Run 1, register map, names as in the netlist:
Scale: 1.5 px per um. Other sequential cells in the stronger gray, the rest of the logic in the fainter gray.
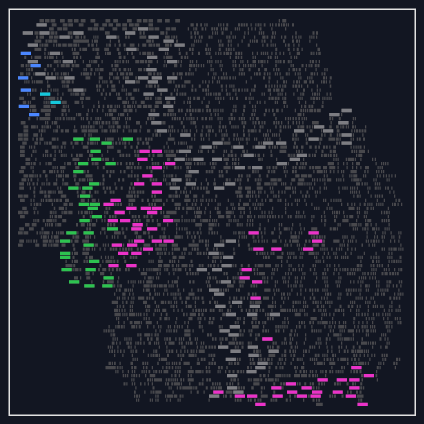
Run 1, clock routing:
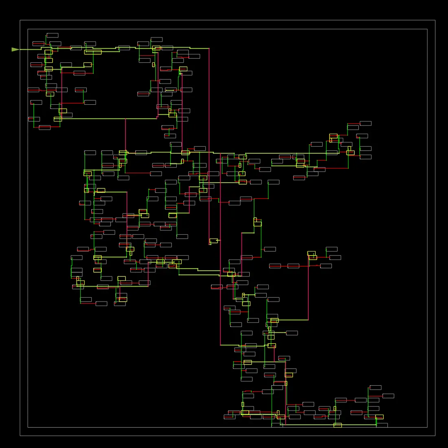
Run 1, sizing map:
Scale: 2 px per um.
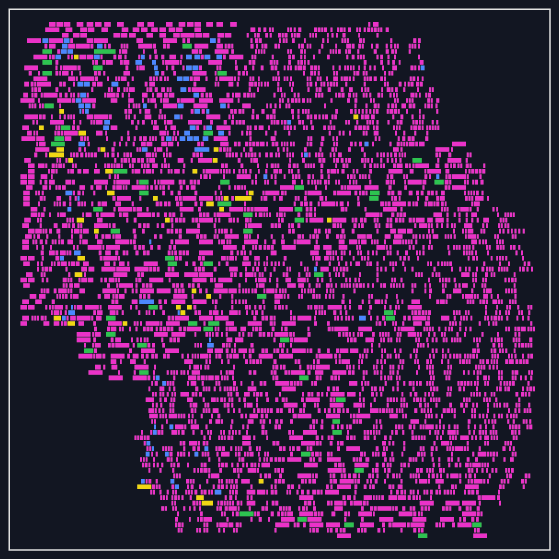
Run 1, the metal 3 layer:
Scale: 2 px per um.
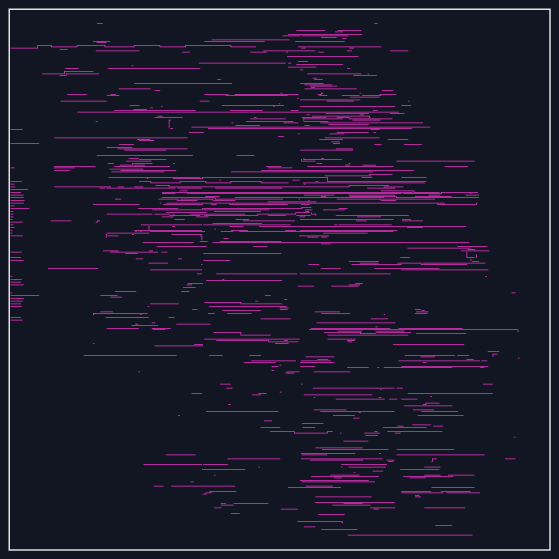
<file path="src/rtl/mdu_pkg.sv">
// mdu_pkg: shared definitions for the RV32M multiply/divide sequencer.
//   XLEN / CNT_W      : datapath and iteration-counter widths
//   *_F3              : RV32M funct3 encodings
//   state_e           : sequencer FSM encoding
//   DIV0_Q / INT_MIN  : architecturally defined special results
package mdu_pkg;

    localparam int XLEN  = 32;
    localparam int CNT_W = 6;

    localparam logic [2:0] MUL_F3    = 3'b000;
    localparam logic [2:0] MULH_F3   = 3'b001;
    localparam logic [2:0] MULHSU_F3 = 3'b010;
    localparam logic [2:0] MULHU_F3  = 3'b011;
    localparam logic [2:0] DIV_F3    = 3'b100;
    localparam logic [2:0] DIVU_F3   = 3'b101;
    localparam logic [2:0] REM_F3    = 3'b110;
    localparam logic [2:0] REMU_F3   = 3'b111;

    localparam logic [XLEN-1:0] DIV0_Q  = 32'hFFFF_FFFF;
    localparam logic [XLEN-1:0] INT_MIN = 32'h8000_0000;

    typedef enum logic [1:0] {
        IDLE = 2'd0,
        CALC = 2'd1,
        DONE = 2'd2
    } state_e;

endpackage

</file>
<file path="src/rtl/mdu_iter_core.sv">
// mdu_iter_core: iterative datapath for unsigned magnitudes.
//   Multiply: 64-bit accumulator, shifted multiplicand, multiplier consumed LSB first.
//   Divide  : restoring division in {remainder, quotient} held in the accumulator.
// Ports:
//   clk, rst_i      : clock, synchronous active-high reset
//   load_i          : capture magnitudes and op class, clear iteration counter
//   step_i          : perform one iteration
//   div_i           : op class at load (1 = divide)
//   a_mag_i/b_mag_i : operand magnitudes
//   acc_nxt_o       : accumulator value after the current iteration
//   last_o          : current iteration is the final (XLEN-th) one
//   mplier_done_o   : no multiplier bits remain after the current iteration
module mdu_iter_core
    import mdu_pkg::*;
(
    input  logic              clk,
    input  logic              rst_i,
    input  logic              load_i,
    input  logic              step_i,
    input  logic              div_i,
    input  logic [XLEN-1:0]   a_mag_i,
    input  logic [XLEN-1:0]   b_mag_i,
    output logic [2*XLEN-1:0] acc_nxt_o,
    output logic              last_o,
    output logic              mplier_done_o
);

    logic [2*XLEN-1:0] acc_q, acc_d;
    logic [2*XLEN-1:0] mcand_q, mcand_d;
    logic [XLEN-1:0]   mplier_q, mplier_d;
    logic [CNT_W-1:0]  cnt_q, cnt_d;
    logic              div_q, div_d;

    logic [XLEN:0]     shifted;
    logic              rem_ge;
    logic [XLEN-1:0]   rem_nxt;

    // For divide, the low half of mcand_q holds the divisor. The partial
    // remainder shifted left can be XLEN+1 bits; when it is >= divisor the
    // true difference is below 2^XLEN, so a XLEN-bit subtract is exact.
    always_comb begin
        shifted = acc_q[2*XLEN-1:XLEN-1];
        rem_ge  = (shifted >= {1'b0, mcand_q[XLEN-1:0]});
        rem_nxt = rem_ge ? (shifted[XLEN-1:0] - mcand_q[XLEN-1:0]) : shifted[XLEN-1:0];
        if (div_q) begin
            acc_nxt_o = {rem_nxt, acc_q[XLEN-2:0], rem_ge};
        end else if (mplier_q[0]) begin
            acc_nxt_o = acc_q + mcand_q;
        end else begin
            acc_nxt_o = acc_q;
        end
    end

    assign last_o        = (cnt_q == CNT_W'(XLEN-1));
    assign mplier_done_o = ~|mplier_q[XLEN-1:1];

    always_comb begin
        acc_d    = acc_q;
        mcand_d  = mcand_q;
        mplier_d = mplier_q;
        cnt_d    = cnt_q;
        div_d    = div_q;
        if (load_i) begin
            div_d    = div_i;
            cnt_d    = '0;
            mplier_d = b_mag_i;
            if (div_i) begin
                acc_d   = {{XLEN{1'b0}}, a_mag_i};
                mcand_d = {{XLEN{1'b0}}, b_mag_i};
            end else begin
                acc_d   = '0;
                mcand_d = {{XLEN{1'b0}}, a_mag_i};
            end
        end else if (step_i) begin
            acc_d    = acc_nxt_o;
            cnt_d    = cnt_q + CNT_W'(1);
            mplier_d = mplier_q >> 1;
            if (!div_q) begin
                mcand_d = mcand_q << 1;
            end
        end
    end

    always_ff @(posedge clk) begin
        if (rst_i) begin
            acc_q    <= '0;
            mcand_q  <= '0;
            mplier_q <= '0;
            cnt_q    <= '0;
            div_q    <= 1'b0;
        end else begin
            acc_q    <= acc_d;
            mcand_q  <= mcand_d;
            mplier_q <= mplier_d;
            cnt_q    <= cnt_d;
            div_q    <= div_d;
        end
    end

endmodule

</file>
<file path="src/rtl/mdu_sequencer.sv">
// mdu_sequencer: RV32M multiply/divide sequencer for the EX stage.
// Optional build macro: MDU_EARLY_OUT_EN -- multiplies finish as soon as no
// multiplier bits remain (|b| = 0 completes in two cycles).
// Ports:
//   clk, rst_i : clock, synchronous active-high reset
//   start_i    : valid M-extension op in EX
//   funct3_i   : RV32M funct3
//   a_i, b_i   : rs1 / rs2 operands
//   flush_i    : abort the in-flight op
//   busy_alu   : op accepted or in progress (stall request)
//   valid_alu  : one-cycle pulse, result_o final
//   result_o   : result, held until the next completion
//
// state | meaning
// IDLE  | waiting; busy follows start_i & ~flush_i combinationally
// CALC  | one iteration per cycle in mdu_iter_core
// DONE  | result_o valid, valid_alu pulses
module mdu_sequencer
    import mdu_pkg::*;
(
    input  logic            clk,
    input  logic            rst_i,
    input  logic            start_i,
    input  logic [2:0]      funct3_i,
    input  logic [XLEN-1:0] a_i,
    input  logic [XLEN-1:0] b_i,
    input  logic            flush_i,
    output logic            busy_alu,
    output logic            valid_alu,
    output logic [XLEN-1:0] result_o
);

`ifdef MDU_EARLY_OUT_EN
    localparam bit EARLY_OUT = 1'b1;
`else
    localparam bit EARLY_OUT = 1'b0;
`endif

    state_e          state_q, state_d;
    logic [XLEN-1:0] result_q, result_d;
    logic            neg_q, neg_d;
    logic            sel_q, sel_d;
    logic            div_q, div_d;

    logic            is_div, is_rem, mul_hi, a_signed, b_signed;
    logic            a_neg, b_neg, div0, ovf, spec_hit;
    logic [XLEN-1:0] a_mag, b_mag, spec_res;
    logic            core_load, core_step, core_last, core_mdone;
    logic [2*XLEN-1:0] core_acc, prod_s;
    logic [XLEN-1:0] quo, rem, calc_res;

    always_comb begin
        is_div   = (funct3_i == DIV_F3) || (funct3_i == DIVU_F3) ||
                   (funct3_i == REM_F3) || (funct3_i == REMU_F3);
        is_rem   = (funct3_i == REM_F3) || (funct3_i == REMU_F3);
        mul_hi   = (funct3_i == MULH_F3) || (funct3_i == MULHSU_F3) || (funct3_i == MULHU_F3);
        // MUL's low half is sign-agnostic; treating it as signed keeps |b| small
        // for negative multipliers, which matters for early-out.
        a_signed = (funct3_i == MUL_F3) || (funct3_i == MULH_F3) || (funct3_i == MULHSU_F3) ||
                   (funct3_i == DIV_F3) || (funct3_i == REM_F3);
        b_signed = (funct3_i == MUL_F3) || (funct3_i == MULH_F3) ||
                   (funct3_i == DIV_F3) || (funct3_i == REM_F3);
        a_neg    = a_signed & a_i[XLEN-1];
        b_neg    = b_signed & b_i[XLEN-1];
        a_mag    = a_neg ? -a_i : a_i;
        b_mag    = b_neg ? -b_i : b_i;

        div0     = is_div && (b_i == '0);
        ovf      = is_div && b_signed && (a_i == INT_MIN) && (b_i == '1);
        spec_hit = div0 || ovf || (EARLY_OUT && !is_div && (b_mag == '0));
        if (div0) begin
            spec_res = is_rem ? a_i : DIV0_Q;
        end else if (ovf) begin
            spec_res = is_rem ? '0 : INT_MIN;
        end else begin
            spec_res = '0;
        end
    end

    // Sign fix-up applied to the value the accumulator takes on the final
    // iteration, so result_q is loaded on the same edge that enters DONE.
    always_comb begin
        prod_s = neg_q ? -core_acc : core_acc;
        quo    = core_acc[XLEN-1:0];
        rem    = core_acc[2*XLEN-1:XLEN];
        if (div_q) begin
            if (sel_q) calc_res = neg_q ? -rem : rem;
            else       calc_res = neg_q ? -quo : quo;
        end else begin
            calc_res = sel_q ? prod_s[2*XLEN-1:XLEN] : prod_s[XLEN-1:0];
        end
    end

    always_comb begin
        state_d   = state_q;
        result_d  = result_q;
        neg_d     = neg_q;
        sel_d     = sel_q;
        div_d     = div_q;
        core_load = 1'b0;
        core_step = 1'b0;
        busy_alu  = 1'b0;
        valid_alu = 1'b0;
        case (state_q)
            IDLE: begin
                busy_alu = start_i & ~flush_i;
                if (start_i && !flush_i) begin
                    if (spec_hit) begin
                        result_d = spec_res;
                        state_d  = DONE;
                    end else begin
                        core_load = 1'b1;
                        div_d     = is_div;
                        sel_d     = is_div ? is_rem : mul_hi;
                        neg_d     = (is_div && is_rem) ? a_neg : (a_neg ^ b_neg);
                        state_d   = CALC;
                    end
                end
            end
            CALC: begin
                busy_alu = 1'b1;
                if (flush_i) begin
                    state_d = IDLE;
                end else begin
                    core_step = 1'b1;
                    if (core_last || (EARLY_OUT && !div_q && core_mdone)) begin
                        result_d = calc_res;
                        state_d  = DONE;
                    end
                end
            end
            DONE: begin
                valid_alu = 1'b1;
                state_d   = IDLE;
            end
            default: state_d = IDLE;
        endcase
    end

    always_ff @(posedge clk) begin
        if (rst_i) begin
            state_q  <= IDLE;
            result_q <= '0;
            neg_q    <= 1'b0;
            sel_q    <= 1'b0;
            div_q    <= 1'b0;
        end else begin
            state_q  <= state_d;
            result_q <= result_d;
            neg_q    <= neg_d;
            sel_q    <= sel_d;
            div_q    <= div_d;
        end
    end

    assign result_o = result_q;

    mdu_iter_core u_core (
        .clk          (clk),
        .rst_i        (rst_i),
        .load_i       (core_load),
        .step_i       (core_step),
        .div_i        (is_div),
        .a_mag_i      (a_mag),
        .b_mag_i      (b_mag),
        .acc_nxt_o    (core_acc),
        .last_o       (core_last),
        .mplier_done_o(core_mdone)
    );

endmodule

</file>
<file path="config.mk">
export PLATFORM = sky130hd
export DESIGN_NAME = mdu_sequencer
export DESIGN_NICKNAME = d
export VERILOG_FILES = /design/src/rtl/mdu_pkg.sv /design/src/rtl/mdu_iter_core.sv /design/src/rtl/mdu_sequencer.sv
export SDC_FILE = /design/constraint.sdc
export NUM_CORES = 1
export LEC_CHECK = 0
export ABC_AREA = 1
export ABC_CLOCK_PERIOD_IN_PS = 7200
export CORE_MARGIN = 5
export CORE_UTILIZATION = 35
export CTS_BUF_LIST = sky130_fd_sc_hd__clkbuf_8
export DETAILED_ROUTE_END_ITERATION = 7
export PLACE_DENSITY = 0.54
export SYNTH_ARGS = -nofsm -noshare
export SYNTH_HDL_FRONTEND = slang
export SYNTH_HIERARCHICAL = 1
export SYNTH_SLANG_ARGS = --single-unit
</file>
<file path="constraint.sdc">
create_clock -name clk -period 7.2 [get_ports clk]
set_input_delay 1.44 -clock clk [delete_from_list [all_inputs] [get_ports clk]]
set_output_delay 1.44 -clock clk [all_outputs]
set_load 0.05 [all_outputs]
</file>
==> results.toml, run 1 <==
# flow metrics
[final_layout]
nNetsFinal = 4555
diodes = 4
num-multi-input-gates = 3314
comb_area_share_pct = 62.2
num-nonclk-inverters = 695
final.fill_count = 7719
bufAreaShareNonClock_pct = 4.75

[final_timing]
hold_viol = 0
setup_viol = 0
hold_slack_ps = 435
fin_crit_ps = 5540
period_used_pct = 77.0
relSlewSlack_pct = 22.6
tightest_slew_ps = 1160

[critical_path]
crit_required_ps = 7670
critPathCaptureType = "register"
r2r_start = "u_core/mcand_q[22]"
path_max_fanout = 33
path_cells = "inv_1 -> ha_1 -> a21oi_1 -> o21ai_0 -> inv_1 -> nand2_1 -> nand3b_4 -> nand2_4 -> nand2_8 -> nand2_1 -> nand2_1 -> inv_1 -> ha_1 -> nand2_1 -> nor2_2 -> inv_1 -> nor2_1 -> nand3_1 -> nand3_1 -> a21oi_1 -> o21ai_0 -> a21oi_1"
crit_buf_inv = 4

[floorplanning]
coreArea_um2 = 67000
die_area_um2 = 72700
ios = 105
fp.dieW_um = 270

[clocking]
tritoncts = "done"
cts_resized = 0
post_cts_buffers = 0

[placed_design]
placedCellCount = 5213
preCtsSetupSlack_ps = 1480

[outcome]
status = "finished clean"

[route]
ant_nets = 0
met2_length_um = 43900

[hold_path]
hp-class = "reg -> reg"

[global_routing]
grt_pass1_wl_um = 156000
use_met1_pct = 40.4
busiest_layer = "met2"

[power_and_ir_drop]
finalPower_mw = 3.93

[synth]
syn_nets = 4538
Notes on 'register map, names as in the netlist' above:
u_core/mcand_q -> magenta  # flops 64
u_core/mplier_q -> green  # flops 32, where west
state_q -> cyan  # flops 2
u_core/cnt_q -> blue  # flops 6, where north-west
flop share of the area: 15.7%
sequential logic power: 1.26 mW
FF/Latch Area: 4090 um2
Final Util: 38.9%

Notes on 'clock routing' above:
total clock buffers created by CTS: 39
Clock Skew: 45.4 ps
CTS Sinks: 204
Clock buffer cells: 48
clk ins delay skew pair: 630 ps

Notes on 'sizing map' above:
x3 and x4 -> yellow  # cells 38, share 0.86%, most used buf_4
x6 and larger -> green  # cells 56, share 1.3%, most used clkbuf_8
x1 and smaller -> magenta  # cells 4,226, share 96%, most used nand2_1
x2 -> blue  # cells 89, share 2.0%, most used a21oi_2
area grow syn2layout: 10.4%
Final Cell Area: 26,000 um2
worst setup margin: 1660 ps

Notes on 'the metal 3 layer' above:
longest straight run = 161 um
share of all routed wire = 8.8%
main direction = horizontal
wire length on this layer = 9,360 um
nets with wire on the layer = 412
met3 Use GR: 4.42%
DRT Wirelength: 106,000 um
Via Count: 27,800

run 1: placed cells by master, fill, tap and decap left out, types with 5 or more instances in the layout:
| cell | n |
|---|---|
| nand3_1 | 350 |
| nor2_1 | 424 |
| nor2_4 | 7 |
| xor2_1 | 90 |
| o21ai_0 | 252 |
| nand3_2 | 5 |
| nor3_1 | 49 |
| o22ai_1 | 16 |
| dfxtp_1 | 201 |
| a21oi_2 | 40 |
| o21ai_1 | 9 |
| a21oi_1 | 366 |
| clkdlybuf4s50_1 | 103 |
| nor4_1 | 7 |
| a31oi_1 | 23 |
| o31ai_1 | 5 |
| and2_1 | 20 |
| clkbuf_8 | 48 |
| nand2_1 | 1395 |
| clkinv_1 | 6 |
| or2_2 | 11 |
| nand4_1 | 26 |
| inv_2 | 8 |
| nand3b_1 | 10 |
| ha_1 | 101 |
| a221oi_1 | 32 |
| inv_1 | 694 |
| nor2_2 | 9 |
| buf_4 | 22 |
| nand2_2 | 6 |
| o21bai_1 | 17 |
| xnor2_1 | 14 |
run 1: worst max-delay path by stage:
| stage | startpoint | endpoint | slack (ps) | depth (start not counted) |
|---|---|---|---|---|
| 2_1_floorplan | a_i[1] | u_core/acc_q[22] | 3430 | 17 |
| 3_3_place_gp | a_i[0] | u_core/mcand_q[30] | 1590 | 19 |
| 3_5_place_dp | a_i[0] | u_core/mcand_q[30] | 1480 | 19 |
| 4_1_cts | u_core/mcand_q[24] | result_o[22] | 1940 | 24 |
| 5_1_grt | u_core/mcand_q[22] | result_o[16] | 1470 | 22 |
| 6_report | u_core/mcand_q[22] | result_o[16] | 1660 | 22 |
run 1: where the power goes:
group          switching (mW)  internal [mW]
Clock                   0.587          0.646
Combinational            1.03          0.411
Sequential             0.0762           1.18
==> inputs of run 2 (changes only) <==
Settings changed: ABC_CLOCK_PERIOD_IN_PS 7200 to 4900, PLACE_DENSITY 0.54 to 0.56.
Clock period 7.2 ns to 4.9 ns, I/O delays scaled along.
Run 2, clock routing:
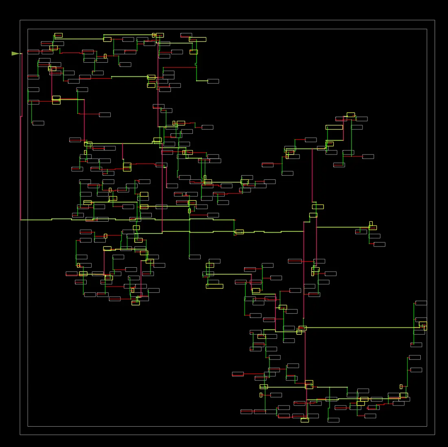
Clock buffer cells: 50
Clock Skew: 79.5 ps
clk ins delay skew pair: 650 ps
total clock buffers created by CTS: 42

==> run 2 against run 1 <==
Core utilization up 0.82 points. Via count up 1.6%. Worst setup slack worse by 1400 ps. Routed wire length up 0.18%. Critical path type unchanged. Largest cell class unchanged.
==> results.toml, run 2 <==
# flow metrics
[final_timing]
setup_viol = 0
period_used_pct = 94.6
tightest_slew_ps = 1090
hold_slack_ps = 418
relSlewSlack_pct = 26.8
fin_crit_ps = 4640

[final_layout]
mostFrequentLayoutCell = "nand2_1"
final.fill_count = 7713
post-route-cell-area_um2 = 26600
nNetsFinal = 4612
layout.cells.most_common_list = "nand2_1, inv_1, nor2_1"

[floorplanning]
ios = 105

[critical_path]
crit_required_ps = 5430
path_max_fanout = 33
crit_buf_inv = 5
path_cells = "inv_1 -> ha_1 -> a21oi_1 -> o21ai_0 -> inv_1 -> nand2_1 -> nand3b_4 -> nand2_4 -> nand2_8 -> nand2_1 -> nand3_1 -> nand2_1 -> inv_1 -> inv_1 -> ha_1 -> inv_1 -> o21ai_0 -> nor2_1 -> a21oi_1 -> a21oi_1 -> o21ai_0 -> a21oi_2"

[global_routing]
grt_pass1_wl_um = 157000

[power_and_ir_drop]
finalPower_mw = 5.98

[outcome]
status = "finished clean"

[clocking]
clock-sinks = 204
tritoncts = "done"

[hold_path]
hp-class = "reg -> reg"

[route]
wirelength_um = 106000
dr_total_vias = 28300
ant_nets = 0

[synth]
syn_nets = 4538
run 2: layout make-up:
class / count / area [um2] / share of cell area, %
Tap cell: 873 / 1090 / 4.11
Clock inverter: 23 / 198 / 0.743
Antenna cell: 7 / 17.5 / 0.0659
Inverter: 695 / 2610 / 9.81
Multi-Input combinational cell: 3314 / 16200 / 61.0
Timing Repair Buffer: 181 / 1680 / 6.31
Sequential cell: 204 / 4090 / 15.4
Clock buffer: 50 / 688 / 2.59
run 2: where the power goes:
group          internal (mW)  switching, mW
Sequential              1.73         0.0898
Combinational          0.640           1.53
Clock                   1.09          0.893
Total                   3.47           2.52
run 2: through the flow:
stage                     instances  util, %
after floorplan                4364        -
after global placement         5267     38.3
after detailed placement       5267     38.3
after CTS                      5340     39.6
after global routing           5345     39.7
final                          5347     39.7
run 2: worst reg2reg max path, delay by kind of cell (launching register included):
family                   cells  cell delay [ps]
buffers and inverters        5              640
flip-flops                   1              520
adder cells (fa/ha/maj)      2              710
AND/OR/NAND/NOR              8             1070
AND-OR/OR-AND                7             1570
run 2: worst max-delay path by stage:
stage / startpoint / to / cells past startpoint
6_report: u_core/mcand_q[22] / result_o[22] / 22
3_5_place_dp: u_core/acc_q[49] / result_o[31] / 24
5_1_grt: u_core/mcand_q[22] / result_o[20] / 23
2_1_floorplan: a_i[1] / u_core/acc_q[22] / 17
4_1_cts: u_core/acc_q[49] / result_o[31] / 24
3_3_place_gp: u_core/mcand_q[22] / result_o[20] / 24
run 2: what timing repair did:
item,in CTS,in global routing
hold buffers,0,0
resized,0,3
setup endpoints to repair,0,2
run 2: metal layers:
metal / track usage, % / vias up
li1: - / 14000
met1: 38.3 / 12700
met2: 41.3 / 1339
met3: 6.07 / 212
met4: 11.5 / 2
met5: 0 / -
Power figures rest on the tool's default switching activity, not on a simulated workload.
